==> config.mk <==
export PLATFORM = sky130hd
export DESIGN_NAME = alu_master_seq
export DESIGN_NICKNAME = d
export VERILOG_FILES = /design/src/rtl/alu_master_seq.sv
export SDC_FILE = /design/constraint.sdc
export NUM_CORES = 1
export LEC_CHECK = 0
export CAP_MARGIN = 20
export CORE_ASPECT_RATIO = 0.5
export CORE_MARGIN = 5
export CORE_UTILIZATION = 58
export CTS_BUF_LIST = sky130_fd_sc_hd__clkbuf_4
export DETAILED_ROUTE_END_ITERATION = 12
export GPL_TIMING_DRIVEN = 0
export PLACE_DENSITY = 0.83
export SYNTH_ARGS = -nofsm -noshare
export SYNTH_HDL_FRONTEND = slang
export SYNTH_SLANG_ARGS = --single-unit
==> constraint.sdc <==
create_clock -name boardclk -period 4.1 [get_ports boardclk]
set_clock_uncertainty 0.15 [all_clocks]
set_input_delay 0.41 -clock boardclk [delete_from_list [all_inputs] [get_ports boardclk]]
set_output_delay 0.41 -clock boardclk [all_outputs]
set_load 0.01 [all_outputs]
Run 1, selected gate families:
Scale bar: 100 um.
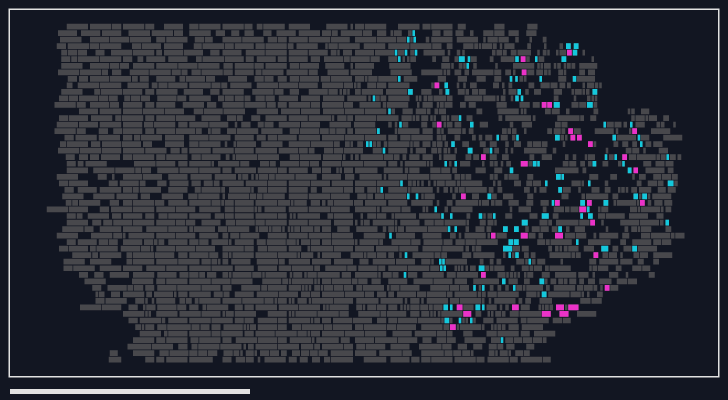
NAND gates -> cyan  # cells 124, most used nand2_1
AND and OR gates -> magenta  # cells 36
logic share of the area: 53.3%
dominant logic cell type in the layout: mux2_2
Post-Layout Cell Count: 2560

Run 1, local utilization:
The die is cut into 29 by 15 equal tiles; black is low, pale yellow is high, 0 to 100% covered.
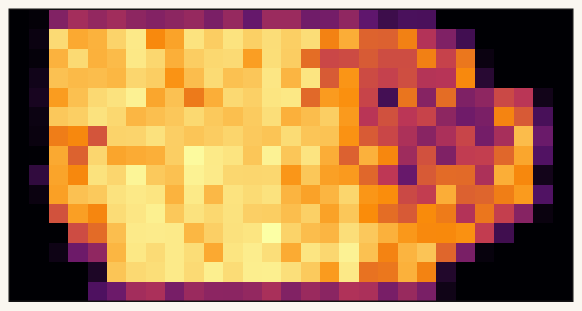
nearly empty tiles = 17%
emptiest ninth of the die = north-east
fullest tile = 100%
tiles over 75% full = 46%
Final Util: 65.6%
fp_density: 58.4%
Core Area: 40300 um^2

Run 1, I/O nets highlighted:
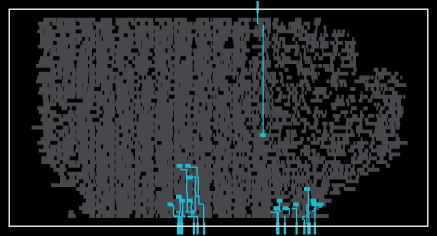
ins -> cyan  # bits 16, direction input, end cells 16, buffers 16, wire 472 um
I/O Buffers: 41
I/O pin cnt: 47

==> flow_metrics.tcl, run 1 <==
# collected from the flow reports
set metrics [dict create \
    status "completed" \
    use_met3_pct 17.5 \
    critical-path-slowest-cell "dfrtp_1" \
    netlist_instances 1797 \
    drcViolationCount 0 \
    fmax_mhz 246 \
    ctsHoldBuffers 2 \
    wl_met3_um 14300 \
    top_usage_layer "met2" \
    top_cell "mux2_2" \
    grt_pass1_vias 19400 \
    ff2ff_setup_slack_ns 0.03 \
    synth-main-ff-cell "dfrtp_1" \
    slew_violations 0 \
    syn_to_final_growth_pct 12.2 \
    most-common-layout-cells "324 x mux2_2, 311 x dfrtp_1, 259 x mux4_2, 120 x clkbuf_4, 92 x clkbuf_1" \
    use_met2_pct 53.7 \
    dominant_cells "combinational gates" \
    nNetsFinal 2036 \
    post-dp-hpwl_um 60200 \
    rsz0062_at_grt "true" \
    cp_cell_sequence "clkbuf_4 -> inv_1 -> ha_1 -> clkbuf_2 -> nor3_2 -> o21ai_2 -> a31oi_4 -> a311oi_1 -> o31a_1 -> a211o_1 -> a221oi_4 -> nand4_1 -> o32ai_2" \
    highest_layer "met5" \
    n_tap_cell 540 \
    dp.cells 2388 \
    die_area_um2 44900 \
    cts_buffers 85 \
    inverters 62 \
    post_cts_buffers 1 \
    cts_tree "built" \
    finalSetupTns_ns 0 \
    wirelength_um 85100 \
    final-clk-cell-share_pct 4.13 \
    wl_met2_um 36600 \
    signal_buffers 238 \
    drt.antenna.violating_nets 0 \
    finalCritPeriodShare_pct 99.2 \
    ctsResizeCount 41 \
    ys_types 92 \
    fin_ws_ns 0.0308 \
    cp-end-kind "register" \
    clockRootBuffer "clkbuf_4" \
]
## run 1: metrics by stage
stage | power, mW | hold slack [ns]
floorplan | 14.0 | -0.0356
global placement | 17.8 | 0.317
detailed placement | 18.3 | 0.201
CTS | 21.5 | 0.0349
global route | 23.3 | 0.0171
finish | 22.6 | 0.0480
## run 1: logic make-up after synthesis
group / after synthesis / share of synthesized area [%]
AOI/OAI and AO/OA: 264 / 7.87
xor gates and xnor gates: 6 / 0.223
adders and majority gates: 57 / 3.09
buffers and inverters: 229 / 4.08
DFF: 345 / 36.9
muxes: 606 / 41.4
and+or+nand+nor: 290 / 6.46
## run 1: power breakdown
| part | switching (mW) | internal, mW |
|---|---|---|
| registers | 1.54 | 4.86 |
| logic | 7.24 | 5.89 |
| clock network | 1.53 | 1.53 |
Run 1, signal wires on met3:
Scale bar: 100 um.
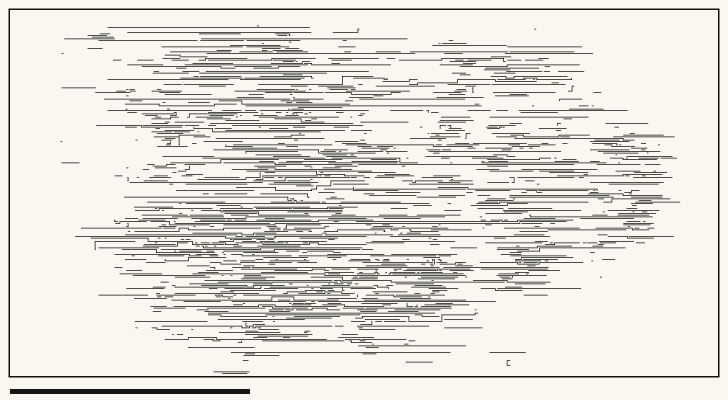

==> run 2, diff against run 1 <==
--- a/constraint.sdc
+++ b/constraint.sdc
@@ -4,2 +4,2 @@
 set_output_delay 0.41 -clock boardclk [all_outputs]
-set_load 0.01 [all_outputs]
+set_load 0.005 [all_outputs]
Run 2, signal wires on met3:
Scale bar: 100 um.
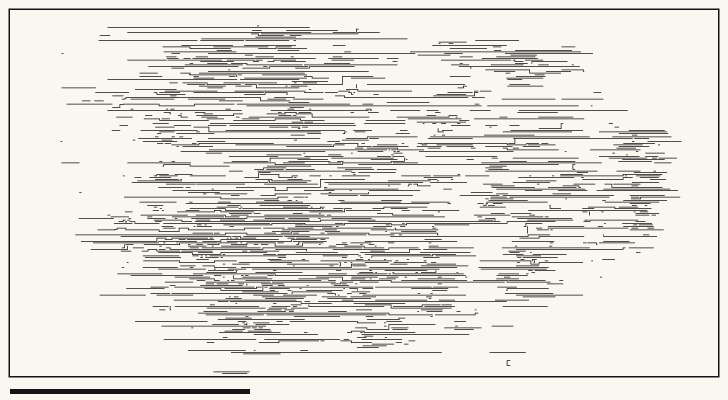
main direction = horizontal
longest straight run = 101 um
vias: 19500
met3 Usage GRT: 17.5%
Routed WL: 84900 um

Run 2, local utilization:
The die is cut into 29 by 15 equal tiles; black is low, pale yellow is high, 0 to 100% covered.
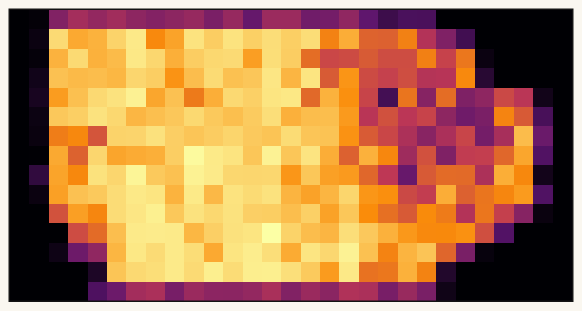
fullest tile = 100%
tiles over 75% full = 46%
mean over tiles = 57%
emptiest ninth of the die = north-east
nearly empty tiles = 17%
Final Util: 65.6%

Run 2, selected gate families:
Scale bar: 100 um.
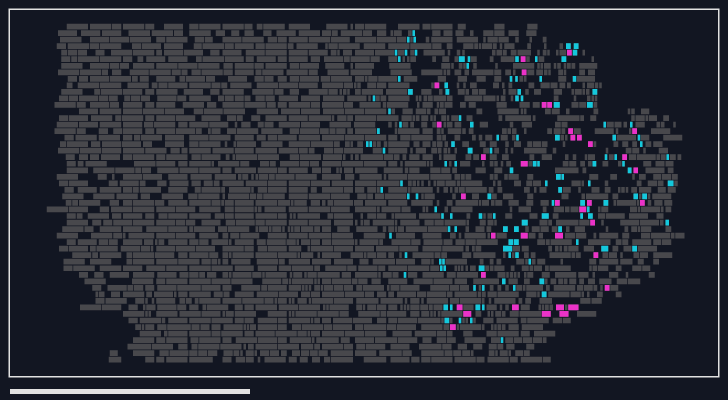
NAND gates -> cyan  # cells 124, most used nand2_1
AND and OR gates -> magenta  # cells 36
logic share of the area: 53.2%
Post-Layout Cell Count: 2561

==> run 2 against run 1 <==
Against the previous run: the run now ends with negative setup slack left; sequential share of layout area barely moved; largest power group unchanged; via count rose by 0.56%; sequential power barely moved; global-route usage did not move; clock power barely moved; utilization barely moved; routed wire length fell by 0.24%.
==> flow_metrics.tcl, run 2 <==
# collected from the flow reports
set metrics [dict create \
    violations "negative setup slack" \
    core_um2 40300 \
    aoi_share_pct 7.87 \
    post-dp-hpwl_um 60200 \
    setup_violations 1 \
    dp.cells 2388 \
    wl_met3_um 14500 \
    syn_to_final_growth_pct 12.3 \
    simple_gate_share_pct 6.46 \
    status "finished, violations left" \
    p_int_mw 12.3 \
    finalCritPeriodShare_pct 100 \
    dominant_cells "combinational gates" \
    n_tap_cell 540 \
    seq_power_share_pct 28.3 \
    clockRootBuffer "clkbuf_4" \
    cp-end-kind "output port" \
    io_buffers 41 \
    netlist_instances 1797 \
    power_mw 22.6 \
    wl_met2_um 36100 \
    synthTopLogicFamily "multiplexers" \
    p_comb_mw 13.1 \
    ys_types 92 \
    fin_ws_ns -0.0157 \
    cts_buffers 85 \
    layout_top_cell "mux2_2" \
    power_frac_clock_pct 13.6 \
    power_clock_mw 3.06 \
    signal_buffers 240 \
    most-common-layout-cells "324 x mux2_2, 310 x dfrtp_1, 259 x mux4_2, 120 x clkbuf_4, 92 x clkbuf_1" \
]
## run 2: metrics by stage
| step | utilization [%] | cell area [um^2] | worst slack (ns) | hold WS (ns) |
|---|---|---|---|---|
| global route | 65.6 | 26400 | 0.0108 | 0.0171 |
| detailed placement | 61.6 | 24800 | -1.04 | 0.201 |
| CTS | 64.8 | 26100 | 0.00359 | 0.0349 |
| finish | 65.6 | 26400 | -0.0157 | 0.0338 |
| floorplan | - | 23500 | 0.691 | -0.0356 |
| global placement | 61.1 | 24600 | -12.23 | 0.317 |
## run 2: critical path, cell delays in order
cell and delay (ns):
clkdlybuf4s15_1 0.65, clkbuf_1 0.76, mux4_2 0.43, mux4_2 0.54
mux2_2 0.29, clkdlybuf4s50_1 0.46
Power is estimated from default activity; no workload was simulated.
